### src/rtl/riscv_mem_pkg.sv
// Shared encodings for the core data-port adapter: width codes, FSM states,
// lane masks and the small helpers that derive them.
package riscv_mem_pkg;

  localparam logic [1:0] WIDTH_BYTE    = 2'd0;
  localparam logic [1:0] WIDTH_HALF    = 2'd1;
  localparam logic [1:0] WIDTH_WORD    = 2'd2;
  localparam logic [1:0] WIDTH_ILLEGAL = 2'd3;

  typedef enum logic [1:0] {
    ST_IDLE = 2'd0,
    ST_PH0  = 2'd1,
    ST_PH1  = 2'd2
  } state_e;

  localparam logic [3:0]  BE_BYTE    = 4'b0001;
  localparam logic [3:0]  BE_HALF    = 4'b0011;
  localparam logic [3:0]  BE_WORD    = 4'b1111;
  localparam logic [31:0] DMASK_BYTE = 32'h0000_00FF;
  localparam logic [31:0] DMASK_HALF = 32'h0000_FFFF;
  localparam logic [31:0] DMASK_WORD = 32'hFFFF_FFFF;

  // The illegal code is handled as a word everywhere it reaches the datapath.
  function automatic logic [3:0] base_be(input logic [1:0] width);
    case (width)
      WIDTH_BYTE: return BE_BYTE;
      WIDTH_HALF: return BE_HALF;
      default:    return BE_WORD;
    endcase
  endfunction

  function automatic logic [31:0] data_mask(input logic [1:0] width);
    case (width)
      WIDTH_BYTE: return DMASK_BYTE;
      WIDTH_HALF: return DMASK_HALF;
      default:    return DMASK_WORD;
    endcase
  endfunction

  function automatic logic is_misaligned(input logic [1:0] width, input logic [1:0] offset);
    case (width)
      WIDTH_BYTE: return 1'b0;
      WIDTH_HALF: return offset == 2'd3;
      default:    return offset != 2'd0;
    endcase
  endfunction

endpackage

### src/rtl/data_bus_adapter_if.sv
// Core-side and memory-side signals of the data bus adapter.
interface data_bus_adapter_if #(
  parameter int ADDR_W = 30
);
  // Core side: core_read/core_write form a held request that completes in the
  // cycle core_ready = 1. Memory side: mem_req is held until the cycle with
  // mem_ack = 1, which may be the first cycle of mem_req.
  logic [31:0]       core_address;
  logic [1:0]        core_width;
  logic [31:0]       core_wdata;
  logic              core_read;
  logic              core_write;
  logic [31:0]       core_rdata;
  logic              core_ready;
  logic [ADDR_W-1:0] mem_addr;
  logic              mem_req;
  logic              mem_we;
  logic [3:0]        mem_be;
  logic [31:0]       mem_wdata;
  logic [31:0]       mem_rdata;
  logic              mem_ack;
  logic              misalign_err;

  modport master (
    input  core_address, core_width, core_wdata, core_read, core_write,
    input  mem_rdata, mem_ack,
    output core_rdata, core_ready, misalign_err,
    output mem_addr, mem_req, mem_we, mem_be, mem_wdata
  );

  modport slave (
    output core_address, core_width, core_wdata, core_read, core_write,
    output mem_rdata, mem_ack,
    input  core_rdata, core_ready, misalign_err,
    input  mem_addr, mem_req, mem_we, mem_be, mem_wdata
  );
endinterface

### src/rtl/lane_align.sv
// Combinational lane steering: byte enables, lane-shifted store data, the
// low bytes of a split load and the right-aligned load result.
module lane_align
  import riscv_mem_pkg::*;
(
  input  logic [1:0]  offset_i,
  input  logic [1:0]  width_i,
  input  logic        phase1_i,
  input  logic [31:0] wdata_i,
  input  logic [31:0] rdata_i,
  input  logic [31:0] lo_i,
  output logic [3:0]  be_o,
  output logic [31:0] wdata_o,
  output logic [31:0] lo_o,
  output logic [31:0] rdata_o
);

  logic [7:0]  be_wide;
  logic [4:0]  sh_lo;
  logic [5:0]  sh_hi;
  logic [31:0] mask;

  // Upper nibble of the widened mask holds the lanes spilling into the next word.
  assign be_wide = {4'b0000, base_be(width_i)} << offset_i;
  assign sh_lo   = {offset_i, 3'b000};
  assign sh_hi   = 6'd32 - {1'b0, sh_lo};
  assign mask    = data_mask(width_i);
  assign lo_o    = rdata_i >> sh_lo;

  always_comb begin
    be_o    = be_wide[3:0];
    wdata_o = wdata_i << sh_lo;
    rdata_o = (rdata_i >> sh_lo) & mask;
    if (phase1_i) begin
      be_o    = be_wide[7:4];
      wdata_o = wdata_i >> sh_hi;
      rdata_o = (lo_i | (rdata_i << sh_hi)) & mask;
    end
  end

endmodule

### src/rtl/data_bus_adapter.sv
// Converts byte-addressed, width-coded core requests into word transactions with
// byte enables. Define MISALIGNED_SPLIT_EN to split word-crossing accesses in two.
module data_bus_adapter
  import riscv_mem_pkg::*;
#(
  parameter int ADDR_W = 30
) (
  input  logic               clock,
  input  logic               reset,
  data_bus_adapter_if.master bus,
  output state_e             state_o
);

  state_e            state_q, state_d;
  logic [31:0]       addr_q, addr_d;
  logic [31:0]       wdata_q, wdata_d;
  logic [31:0]       lo_q, lo_d;
  logic [1:0]        width_q, width_d;
  logic              we_q, we_d;

  logic [ADDR_W-1:0] word_addr;
  logic              illegal, misalign, reject, split, phase1;
  logic              done, accept;
  logic [3:0]        al_be;
  logic [31:0]       al_wdata, al_lo, al_rdata;

  logic [31:0]       core_rdata_c;
  logic              misalign_err_c;
  logic              mem_req_c, mem_we_c;
  logic [3:0]        mem_be_c;
  logic [31:0]       mem_wdata_c;
  logic [ADDR_W-1:0] mem_addr_c;

  assign word_addr = addr_q[ADDR_W+1:2];
  assign illegal   = (width_q == WIDTH_ILLEGAL);
  assign misalign  = is_misaligned(width_q, addr_q[1:0]);
  assign phase1    = (state_q == ST_PH1);

`ifdef MISALIGNED_SPLIT_EN
  assign reject = illegal;
  assign split  = misalign & ~illegal;
`else
  assign reject = illegal | misalign;
  assign split  = 1'b0;
`endif

  lane_align u_lane_align (
    .offset_i (addr_q[1:0]),
    .width_i  (width_q),
    .phase1_i (phase1),
    .wdata_i  (wdata_q),
    .rdata_i  (bus.mem_rdata),
    .lo_i     (lo_q),
    .be_o     (al_be),
    .wdata_o  (al_wdata),
    .lo_o     (al_lo),
    .rdata_o  (al_rdata)
  );

  always_ff @(posedge clock or posedge reset) begin
    if (reset) begin
      state_q <= ST_IDLE;
      addr_q  <= '0;
      wdata_q <= '0;
      lo_q    <= '0;
      width_q <= '0;
      we_q    <= 1'b0;
    end else begin
      state_q <= state_d;
      addr_q  <= addr_d;
      wdata_q <= wdata_d;
      lo_q    <= lo_d;
      width_q <= width_d;
      we_q    <= we_d;
    end
  end

  always_comb begin
    state_d        = state_q;
    addr_d         = addr_q;
    wdata_d        = wdata_q;
    lo_d           = lo_q;
    width_d        = width_q;
    we_d           = we_q;
    done           = 1'b0;
    accept         = 1'b0;
    core_rdata_c   = '0;
    misalign_err_c = 1'b0;
    mem_req_c      = 1'b0;
    mem_we_c       = 1'b0;
    mem_be_c       = '0;
    mem_wdata_c    = '0;
    mem_addr_c     = '0;

    case (state_q)
      ST_PH0: begin
        mem_addr_c = word_addr;
        // Rejected accesses complete at once and never touch memory.
        if (reject) begin
          done           = 1'b1;
          misalign_err_c = 1'b1;
        end else begin
          mem_req_c   = 1'b1;
          mem_we_c    = we_q;
          mem_be_c    = al_be;
          mem_wdata_c = al_wdata;
          if (bus.mem_ack) begin
            lo_d = al_lo;
            if (split) begin
              state_d = ST_PH1;
            end else begin
              done         = 1'b1;
              core_rdata_c = we_q ? 32'h0 : al_rdata;
            end
          end
        end
      end
`ifdef MISALIGNED_SPLIT_EN
      ST_PH1: begin
        mem_addr_c  = word_addr + ADDR_W'(1);
        mem_req_c   = 1'b1;
        mem_we_c    = we_q;
        mem_be_c    = al_be;
        mem_wdata_c = al_wdata;
        if (bus.mem_ack) begin
          done         = 1'b1;
          core_rdata_c = we_q ? 32'h0 : al_rdata;
        end
      end
`endif
      default: ;
    endcase

    if (done) state_d = ST_IDLE;

    // A completing access can hand over directly to the next request.
    accept = (bus.core_read | bus.core_write) & ((state_q == ST_IDLE) | done);
    if (accept) begin
      addr_d  = bus.core_address;
      width_d = bus.core_width;
      wdata_d = bus.core_wdata;
      we_d    = bus.core_write;
      state_d = ST_PH0;
    end
  end

  assign bus.core_ready   = done;
  assign bus.core_rdata   = core_rdata_c;
  assign bus.misalign_err = misalign_err_c;
  assign bus.mem_req      = mem_req_c;
  assign bus.mem_we       = mem_we_c;
  assign bus.mem_be       = mem_be_c;
  assign bus.mem_wdata    = mem_wdata_c;
  assign bus.mem_addr     = mem_addr_c;
  assign state_o          = state_q;

endmodule

### src/flat_wrapper.sv
// flat-port wrapper written by rule: the top's interface ports become plain ports
module data_bus_adapter_flat import riscv_mem_pkg::*;
#(
  parameter int ADDR_W = 30
)
  (clock, reset, state_o, bus_core_address, bus_core_width, bus_core_wdata, bus_core_read, bus_core_write, bus_mem_rdata, bus_mem_ack, bus_core_rdata, bus_core_ready, bus_misalign_err, bus_mem_addr, bus_mem_req, bus_mem_we, bus_mem_be, bus_mem_wdata);
  data_bus_adapter_if #(.ADDR_W(ADDR_W)) bus_i ();
  input  logic clock;
  input  logic reset;
  output state_e state_o;
  input wire logic [$bits(bus_i.core_address)-1:0] bus_core_address;
  input wire logic [$bits(bus_i.core_width)-1:0] bus_core_width;
  input wire logic [$bits(bus_i.core_wdata)-1:0] bus_core_wdata;
  input wire logic [$bits(bus_i.core_read)-1:0] bus_core_read;
  input wire logic [$bits(bus_i.core_write)-1:0] bus_core_write;
  input wire logic [$bits(bus_i.mem_rdata)-1:0] bus_mem_rdata;
  input wire logic [$bits(bus_i.mem_ack)-1:0] bus_mem_ack;
  output wire logic [$bits(bus_i.core_rdata)-1:0] bus_core_rdata;
  output wire logic [$bits(bus_i.core_ready)-1:0] bus_core_ready;
  output wire logic [$bits(bus_i.misalign_err)-1:0] bus_misalign_err;
  output wire logic [$bits(bus_i.mem_addr)-1:0] bus_mem_addr;
  output wire logic [$bits(bus_i.mem_req)-1:0] bus_mem_req;
  output wire logic [$bits(bus_i.mem_we)-1:0] bus_mem_we;
  output wire logic [$bits(bus_i.mem_be)-1:0] bus_mem_be;
  output wire logic [$bits(bus_i.mem_wdata)-1:0] bus_mem_wdata;
  assign bus_i.core_address = bus_core_address;
  assign bus_i.core_width = bus_core_width;
  assign bus_i.core_wdata = bus_core_wdata;
  assign bus_i.core_read = bus_core_read;
  assign bus_i.core_write = bus_core_write;
  assign bus_i.mem_rdata = bus_mem_rdata;
  assign bus_i.mem_ack = bus_mem_ack;
  assign bus_core_rdata = bus_i.core_rdata;
  assign bus_core_ready = bus_i.core_ready;
  assign bus_misalign_err = bus_i.misalign_err;
  assign bus_mem_addr = bus_i.mem_addr;
  assign bus_mem_req = bus_i.mem_req;
  assign bus_mem_we = bus_i.mem_we;
  assign bus_mem_be = bus_i.mem_be;
  assign bus_mem_wdata = bus_i.mem_wdata;
  data_bus_adapter #(.ADDR_W(ADDR_W)) u_core (.clock(clock), .reset(reset), .bus(bus_i), .state_o(state_o));
endmodule
### config.mk
export PLATFORM = sky130hd
export DESIGN_NAME = data_bus_adapter_flat
export DESIGN_NICKNAME = d
export VERILOG_FILES = /design/src/rtl/riscv_mem_pkg.sv /design/src/rtl/data_bus_adapter_if.sv /design/src/rtl/lane_align.sv /design/src/rtl/data_bus_adapter.sv /design/src/flat_wrapper.sv
export SDC_FILE = /design/constraint.sdc
export NUM_CORES = 1
export LEC_CHECK = 0
export CELL_PAD_IN_SITES_DETAIL_PLACEMENT = 1
export CELL_PAD_IN_SITES_GLOBAL_PLACEMENT = 1
export CORE_MARGIN = 2
export CORE_UTILIZATION = 33
export CTS_BUF_LIST = sky130_fd_sc_hd__clkbuf_8
export DETAILED_ROUTE_END_ITERATION = 7
export GPL_TIMING_DRIVEN = 0
export PLACE_DENSITY = 0.9
export SLEW_MARGIN = 10
export SYNTH_ARGS = -nofsm -noshare
export SYNTH_HDL_FRONTEND = slang
export SYNTH_SLANG_ARGS = --single-unit
### constraint.sdc
create_clock -name clock -period 4.8 [get_ports clock]
set_clock_uncertainty 0.05 [all_clocks]
set_input_delay 0.48 -clock clock [delete_from_list [all_inputs] [get_ports clock]]
set_output_delay 0.48 -clock clock [all_outputs]
set_load 0.02 [all_outputs]
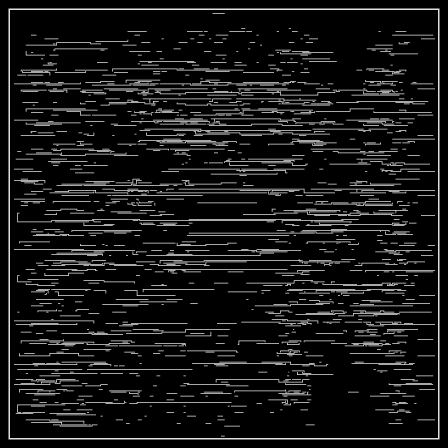
(run_1/met1.png)
main direction: horizontal
nets with wire on the layer: 622
longest straight run: 36.8 um
share of all routed wire: 39%
via count: 3842
GR Util met1: 26.22%

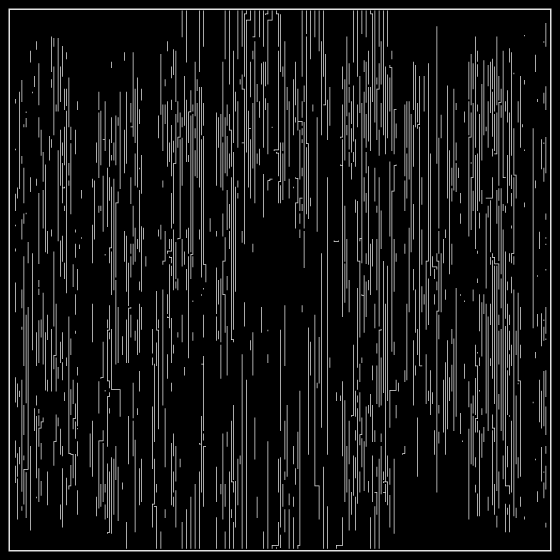
(run_1/met2.png)
wire length on this layer: 7780 um
main direction: vertical
Routed WL: 15360 um
met2 Track Usage GR: 41.83%

==> flow_metrics.env, run 1 <==
# implementation run metrics
export IMPL_power_frac_clock_pct=13.7
export IMPL_common_cells="68 x dfrtp_1, 64 x mux2_1, 56 x and2_1"
export IMPL_nClkBuffers=10
export IMPL_seq_power_mw=0.896
export IMPL_slew_headroom_pct=46.77
export IMPL_total_power_mw=3.390
export IMPL_ys_sh_simple_pct=17.89
export IMPL_max_stage_delay_ns=0.67
export IMPL_worstSkewPairLatency_ns=0.35
export IMPL_synthToLayoutAreaGrowth_pct=59.84
export IMPL_inv_count=5
export IMPL_largest_class="buffers"
export IMPL_vias_per_cell=4.945
export IMPL_critPathLaunch="u_core.addr_q[0]"
export IMPL_compound_area_share_pct=7.604
export IMPL_top_area_share_pct=41.04
export IMPL_grt_pass1_vias=4277
export IMPL_ff_type="dfrtp_1"
export IMPL_ys_flops=68
export IMPL_finalSetupTns_ns=0
export IMPL_status="completed"
export IMPL_p_seq_share_pct=26.4
export IMPL_fp_nets=491
export IMPL_hold_violations=0
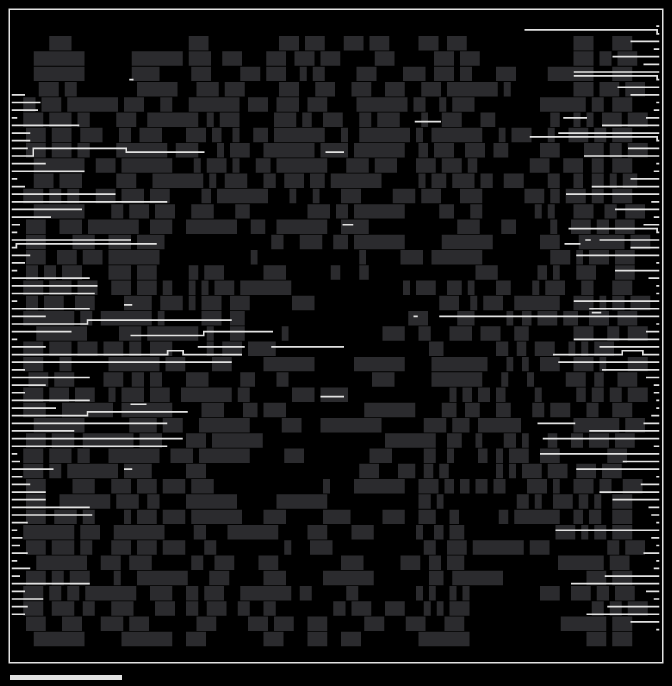
(run_1/met3.png)
Scale bar: 20 um.
wire length on this layer: 1340 um
longest straight run: 38.9 um
main direction: horizontal
grt met3 use: 7.109%

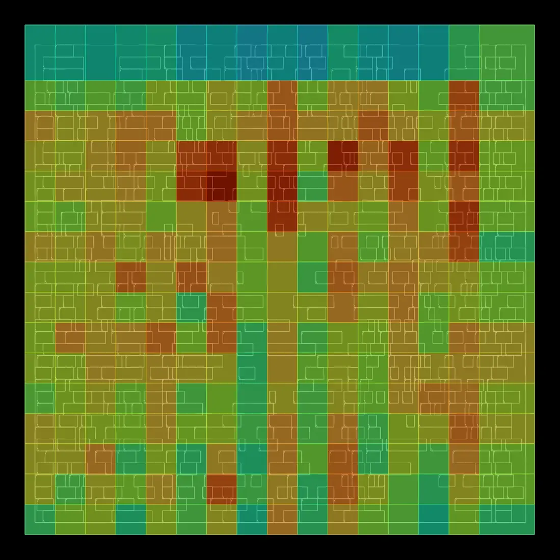
(run_1/final_congestion.png)
final core utilization: 54.50%
GR Util All Layers: 23.22%

[run 1: registers in the layout, indices dropped and copies added (netlist names)]
| register | count |
|---|---|
| u_core.addr_q | 32 |
| u_core.state_o | 1 |
| u_core.wdata_q | 32 |
| u_core.we_q | 1 |
| u_core.width_q | 2 |
[run 1: layout by cell type, fill, tap and decap left out, drive strengths merged]
master,Yosys,final
or3b,1,1
nor2b,19,19
clkdlybuf4s50,0,205
inv,5,8
nand2,5,5
nand2b,3,3
nor4,1,1
a211o,1,1
bufinv,0,1
buf,21,22
o21a,1,1
or3,1,1
dfrtp,68,68
nor3,2,2
o21bai,1,1
xor2,1,1
o31ai,2,2
a22o,1,1
nor2,48,48
mux4,8,8
a21oi,19,19
a2111oi,1,1
a22oi,1,1
mux2i,25,25
clkinv,0,1
conb,1,1
a211oi,16,16
o21ai,4,4
clkbuf,10,20
mux2,64,64
and2,56,56
or2,1,1
a31oi,1,1
[run 1: metal layers]
metal / part of all wire, % / wire [um]
met1: 39 / 6002
met2: 51 / 7780
met3: 8.7 / 1335
met4: 1.5 / 236
met5: 0 / 0
[run 1: kinds of logic (layout without fill, tap and decap cells)]
group | after synthesis | in the layout
buffers and inverters | 36 | 257
DFF | 68 | 68
AOI/OAI and AO/OA | 48 | 48
xor gates and xnor gates | 1 | 1
other | 1 | 1
and+or+nand+nor | 137 | 137
muxes | 97 | 97
[run 1: stage by stage]
step / util [%] / setup WS, ns / hold slack [ns] / instances / instance area [um2]
floorplan: - / 2.411 / 0.4056 / 388 / 4146
global placement: 52.70 / 1.332 / 0.4164 / 761 / 6409
detailed placement: 52.88 / 1.556 / 0.4227 / 762 / 6431
CTS: 54.39 / 1.020 / 0.4390 / 777 / 6615
global route: 54.50 / 1.102 / 0.4497 / 777 / 6628
finish: 54.50 / 1.241 / 0.4356 / 777 / 6628
==> inputs of run 2 (changes only) <==
--- a/config.mk
+++ b/config.mk
@@ -8,11 +8,11 @@
 export CELL_PAD_IN_SITES_DETAIL_PLACEMENT = 1
 export CELL_PAD_IN_SITES_GLOBAL_PLACEMENT = 1
 export CORE_MARGIN = 2
-export CORE_UTILIZATION = 33
+export CORE_UTILIZATION = 28
 export CTS_BUF_LIST = sky130_fd_sc_hd__clkbuf_8
 export DETAILED_ROUTE_END_ITERATION = 7
 export GPL_TIMING_DRIVEN = 0
-export PLACE_DENSITY = 0.9
+export PLACE_DENSITY = 0.82
 export SLEW_MARGIN = 10
 export SYNTH_ARGS = -nofsm -noshare
 export SYNTH_HDL_FRONTEND = slang
==> constraint.sdc (replaced) <==
create_clock -name clock -period 3.2 [get_ports clock]
set_clock_uncertainty 0.05 [all_clocks]
set_input_delay 0.32 -clock clock [delete_from_list [all_inputs] [get_ports clock]]
set_output_delay 0.32 -clock clock [all_outputs]
set_load 0.02 [all_outputs]
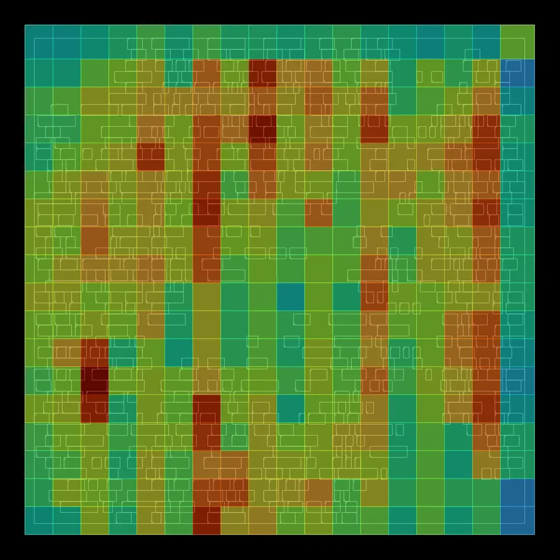
(run_2/final_congestion.png)
final core utilization: 46.38%
busiest grt layer: met2

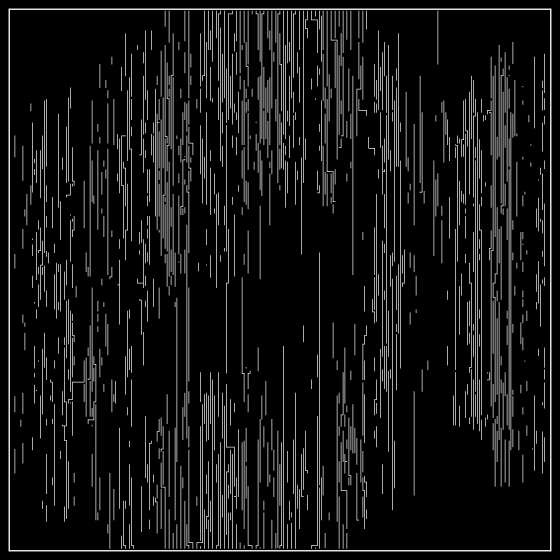
(run_2/met2.png)
nets with wire on the layer: 659
wire length on this layer: 7850 um
main direction: vertical
share of all routed wire: 52%
longest straight run: 78.5 um
via count: 3811
met2 Track Usage GR: 34.63%
Routed WL: 15160 um

==> run 2 against run 1 <==
Flip-flop count unchanged. Clock power rose by 53%. Final area grew 1.3%. Non-clock buffer count stayed put. Synthesized area did not move. Register-to-register slack lost 1.5 ns. Power rose by 50%. Setup slack got worse by 1.1 ns. Die size is 17% higher. Global-route usage decreased by 4.2 points. Sequential power grew about 50%.
==> flow_metrics.env, run 2 <==
# implementation run metrics
export IMPL_status="completed"
export IMPL_ys_sh_simple_pct=17.89
export IMPL_pre_cts_ws_ns=0.0004350
export IMPL_postPlaceCellArea_mm2=0.006459
export IMPL_ys_flops=68
export IMPL_r2r_start="u_core.state_o[0]"
export IMPL_cts_root_buf="clkbuf_8"
export IMPL_clk_pin_slew_ns=0.08
export IMPL_ff_type="dfrtp_1"
export IMPL_fp_nets=491
export IMPL_setup_slack_ns=0.1100
export IMPL_syn_area_mm2=0.004146
export IMPL_common_cells="68 x dfrtp_1, 64 x mux2_1, 56 x and2_1"
export IMPL_worstSkewPairLatency_ns=0.36
export IMPL_final_cell_mix="195 x clkdlybuf4s50_1, 67 x dfrtp_1, 64 x mux2_1"
export IMPL_dp_cells=778
export IMPL_critPathLaunch="u_core.width_q[1]"
export IMPL_grt_usage_pct=18.99
export IMPL_hold_ws_ns=0.1978
export IMPL_synthToLayoutAreaGrowth_pct=61.95
export IMPL_grt_pass1_vias=4264
export IMPL_max_stage_delay_ns=0.61
export IMPL_overflow=0
export IMPL_slew_headroom_pct=51.10
export IMPL_compound_area_share_pct=7.604
export IMPL_total_power_mw=5.079
export IMPL_top_area_share_pct=41.04
export IMPL_hold_violations=0
export IMPL_finalSetupTns_ns=0
export IMPL_io_buffers=205
export IMPL_vias_per_cell=4.794
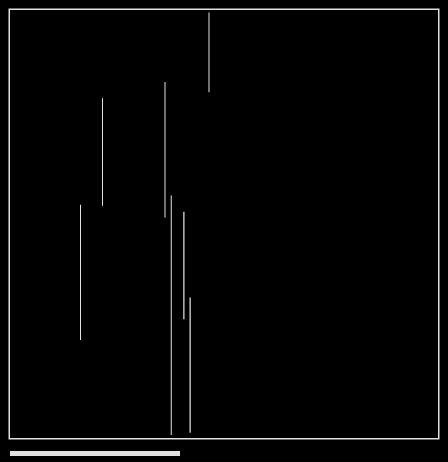
(run_2/met4.png)
Scale bar: 50 um.
nets with wire on the layer: 5
longest straight run: 70.0 um
main direction: vertical

-- run 2: cell types whose count changed in the layout (fill, tap and decap cells not counted), sizes merged --
cell | previous run | this run
clkdlybuf4s50 | 205 | 195
clkinvlp | 0 | 2
diode | 0 | 2
dlygate4sd2 | 0 | 1
dlymetal6s2s | 0 | 9
inv | 8 | 6
-- run 2: cell type report --
class | count | area [um2] | share of cell area [%]
multi-input cells | 284 | 2241 | 33.37
repair buffers | 207 | 2108 | 31.40
flip-flops and latches | 68 | 1703 | 25.36
well taps | 184 | 230.2 | 3.428
plain buffers | 30 | 215.2 | 3.205
clock buffers | 10 | 137.6 | 2.050
clock inverters | 5 | 53.80 | 0.8012
inverters | 5 | 21.27 | 0.3168
diodes | 2 | 5.005 | 0.07453
-- run 2: layer usage --
layer,wire [um],track usage [%],vias to the layer above
li1,-,-,1773
met1,5991,21.56,1881
met2,7846,34.63,141
met3,1052,5.098,16
met4,274,5.948,0
met5,0,0,-
-- run 2: power by group --
part,switching (mW),internal [mW]
Combinational,1.57,1.46
Clock,0.340,0.373
Sequential,0.187,1.15
-- run 2: worst max path at each step --
stage	end	slack, ns	cells after the start
5_1_grt	bus_mem_wdata[19]	-0.003	7
3_5_place_dp	bus_mem_wdata[5]	0.0004	4
4_1_cts	bus_mem_wdata[18]	0.02	7
6_report	bus_core_rdata[12]	0.11	8
2_1_floorplan	bus_mem_wdata[0]	0.97	3
3_3_place_gp	u_core.addr_q[4]	-0.16	2
-- run 2: cells by family after synthesis --
| kind of cell | Yosys count |
|---|---|
| mux | 97 |
| flops | 68 |
| simple gates | 137 |
| buf+inv | 36 |
| other cells | 1 |
| xor+xnor | 1 |
| compound gates | 48 |
Power figures rest on the tool's default switching activity, not on a simulated workload.
